[config.mk]
export PLATFORM = sky130hd
export DESIGN_NAME = var_delay_line
export DESIGN_NICKNAME = d
export VERILOG_FILES = /design/src/rtl/var_delay_line.sv
export SDC_FILE = /design/constraint.sdc
export NUM_CORES = 1
export LEC_CHECK = 0
export ABC_AREA = 1
export CORE_ASPECT_RATIO = 1.25
export CORE_MARGIN = 8
export CORE_UTILIZATION = 62
export DETAILED_ROUTE_END_ITERATION = 7
export HOLD_SLACK_MARGIN = 0.06
export PLACE_DENSITY = 0.86
export SLEW_MARGIN = 0
export SYNTH_ARGS = -nofsm -noshare
export SYNTH_HDL_FRONTEND = slang
export SYNTH_SLANG_ARGS = --single-unit
[constraint.sdc]
create_clock -name clk -period 6.2 [get_ports clk]
set_input_delay 1.24 -clock clk [delete_from_list [all_inputs] [get_ports clk]]
set_output_delay 1.24 -clock clk [all_outputs]
set_load 0.005 [all_outputs]
[src/rtl/var_delay_line.sv]
// Runtime-programmable delay line: circular buffer with a combinational variable tap
// and fill tracking so that only genuinely written samples reach the output.
module var_delay_line #(
  parameter int N  = 4,
  parameter int AW = 4
) (
  input  logic          clk,
  input  logic          rst,
  input  logic          ce,
  input  logic          clr,
  input  logic [AW-1:0] delay,
  input  logic [N-1:0]  idata,
  output logic [N-1:0]  odata,
  output logic          ovalid
);

  localparam int D = 1 << AW;
  localparam logic [AW-1:0] FILL_MAX = AW'(D - 1);

  logic [N-1:0]  mem [D];
  logic [AW-1:0] wptr;
  logic [AW-1:0] fill;
  logic [AW-1:0] rptr;
  logic          write_en;

  // clr outranks ce, and nothing is written while reset is held
  assign write_en = ce && !clr && !rst;

  always_ff @(posedge clk) begin
    if (write_en) begin
      mem[wptr] <= idata;
    end
  end

  always_ff @(posedge clk or posedge rst) begin
    if (rst) begin
      wptr <= '0;
      fill <= '0;
    end else if (clr) begin
      fill <= '0;
    end else if (ce) begin
      wptr <= wptr + 1'b1;
      if (fill != FILL_MAX) begin
        fill <= fill + 1'b1;
      end
    end
  end

  assign rptr = wptr - delay;

  // Stale buffer contents are masked to zero until fill covers the selected tap
  always_comb begin
    odata  = '0;
    ovalid = 1'b0;
    if (delay == '0) begin
      odata  = idata;
      ovalid = !rst;
    end else if (!rst && (fill >= delay)) begin
      odata  = mem[rptr];
      ovalid = 1'b1;
    end
  end

endmodule

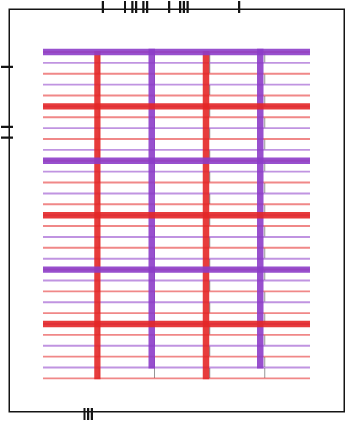
Fig. 1. Power grid.
(4 px per um) Pins as bars on the die edge. Tap cells in gray.
color	net
purple	VDD
red	VSS
met5 straps	6
signal pins	17
tap cells	64
met1 rails	31

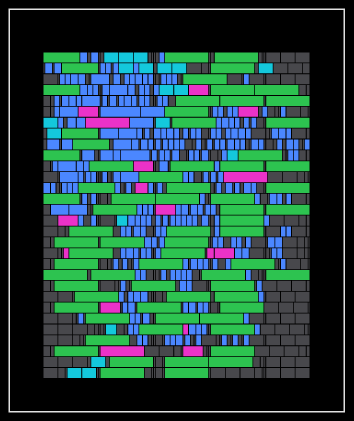
Fig. 2. Placed cells, one color a class.
(4 px per um) Fill, decap, tap and diode cells in gray.
color	class	cells	share of their area
magenta	clock drivers and dummy loads	16	6.1%
blue	remaining logic cells	274	34%
green	sequential cells	72	55%
cyan	remaining buffers and delay cells	19	4.8%

==> Slide: Implementation Results <==
Run Summary

Clock network
  • Num CTS Buffers: 9
  • Resized Gates After CTS: 0
  • CTS Hold Buffers Added: 0

Pwr
  • Sequential power: 582 uW
  • P_leak: 1.68 nW
  • Seq pwr share: 34.5%
  • Comb pwr: 665 uW
  • Int Pwr: 1.04 mW

Critical path
  • Critical path type: in2out
  • Worst setup path endpoint: odata[3]
  • CP endpoint kind: output pin
  • Critical-path cell list: clkdlybuf4s50_1 -> ha_1 -> inv_1 -> fa_1 -> inv_2 -> nand3_1 -> nand2_1 -> nand2_1 -> nand2_1 -> nand2_1 -> nand3_1 -> nand2_1 -> clkdlybuf4s50_1
  • Worst reg2reg startpoint: wptr[0]$_DFFE_PP0P_
  • Crit-path most repeated cell: nand2_1
  • Buf+Inv Stages, Crit Path: 4
  • CP Launch Type: input pin
  • Max stage delay on crit path: 0.76 ns
  • Worst setup startpoint: delay[0]

Layout
  • Final Non-Filler Cells: 445
  • Synthesis-to-finish area growth: 11.2%
  • Final net count: 401

Synth
  • Sequential cell area fraction in the yosys report: 60.3%
  • Number of enable flip-flop cells: 64
  • Synthesized Nets: 382
  • Ys async rst share: 11.1%
  • Share of the synthesized area in the top cell type: 54.6%
  • Syn Inst Count: 357
  • Cell type with the largest total area: edfxtp_1
  • Commonest flop: edfxtp_1
  • Cells in synth_stat.txt: 357

Placed design
  • Final HPWL DP: 4890 um
  • Routability cong.: 0.873

Run
  • Max-cap violations: 0

STA
  • F_max: 188 MHz
  • Setup skew after layout: 0.00333 ns
  • Worst-margin pin slew: 0.734 ns
  • Final TNS setup: 0 ns
  • Setup violations, final: 0

Global routing
  • GR peak layer: met2
  • GRT Total Usage: 18.0%
  • Vias in the first global route: 2526
  • Met2 GRT Util: 31.4%
  • Congestion Overflow GR: 0

Route
  • DR WL/cell: 15.9 um
  • DRC: 0
  • Met3 Wirelength: 364 um

Outcome
  • Outcome: finished clean

Die
  • Height of the die: 100 um
  • Initial Util: 64.7%
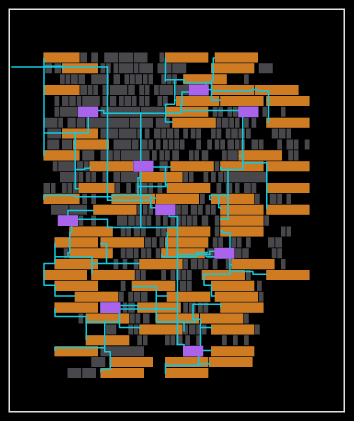
Fig. 3. Clock network drawn from the DEF.
(4 px per um)
[purple] clock-net drivers | count: 9
[orange] flip-flops | count: 72
[cyan] clock wires | length: 802 um
routed clock nets	10

[state kept, by name, indices dropped and copies added (netlist names)]
| signal | count |
|---|---|
| mem | 64 |
| wptr | 4 |
| fill | 4 |
[placed cells by master, fill, tap and decap left out]
cell,Yosys,routed
clkinv_2,0,1
edfxtp_1,64,64
clkinv_1,1,2
xnor2_2,1,1
nor2_1,22,22
xor2_1,2,2
nor3b_1,1,1
o21ai_0,4,4
dfrtp_1,8,8
inv_1,30,30
xnor2_4,1,1
a21oi_1,4,4
inv_2,4,4
xnor2_1,1,1
clkbuf_8,0,9
buf_4,2,3
ha_1,12,12
inv_4,1,1
clkbuf_1,0,1
clkdlybuf4s50_1,0,16
nand2_1,138,138
nand4_1,2,2
clkinv_4,0,1
xor2_2,1,1
nand3_1,48,48
fa_1,1,1
bufinv_16,0,3
[per-stage QoR]
step / total power [mW] / utilization (%) / hold WS, ns / worst slack (ns)
floorplan: 1.14 / - / 0.459 / 2.30
global placement: 1.24 / 67.6 / 0.492 / 1.04
detailed placement: 1.25 / 67.6 / 0.494 / 0.939
CTS: 1.68 / 71.9 / 0.504 / 0.933
global route: 1.81 / 71.9 / 0.520 / 0.692
finish: 1.68 / 71.9 / 0.508 / 0.890
[area by class of cell]
type / count / area [sq um] / area share, %
well taps: 64 / 80.1 / 2.05
flip-flops and latches: 72 / 2120 / 54.2
inverters: 36 / 138 / 3.52
clock inverters: 6 / 108 / 2.75
multi-input cells: 238 / 1160 / 29.6
repair buffers: 19 / 183 / 4.67
clock buffers: 10 / 128 / 3.26
[cell families after synthesis]
group | Yosys count | share of synthesized area [%]
compound gates | 8 | 1.14
xor+xnor | 6 | 2.45
fa+ha+maj | 13 | 4.83
buf+inv | 47 | 6.86
flops | 72 | 60.3
simple gates | 211 | 24.4
No activity file was given, so power comes from the tool's default toggle rates.
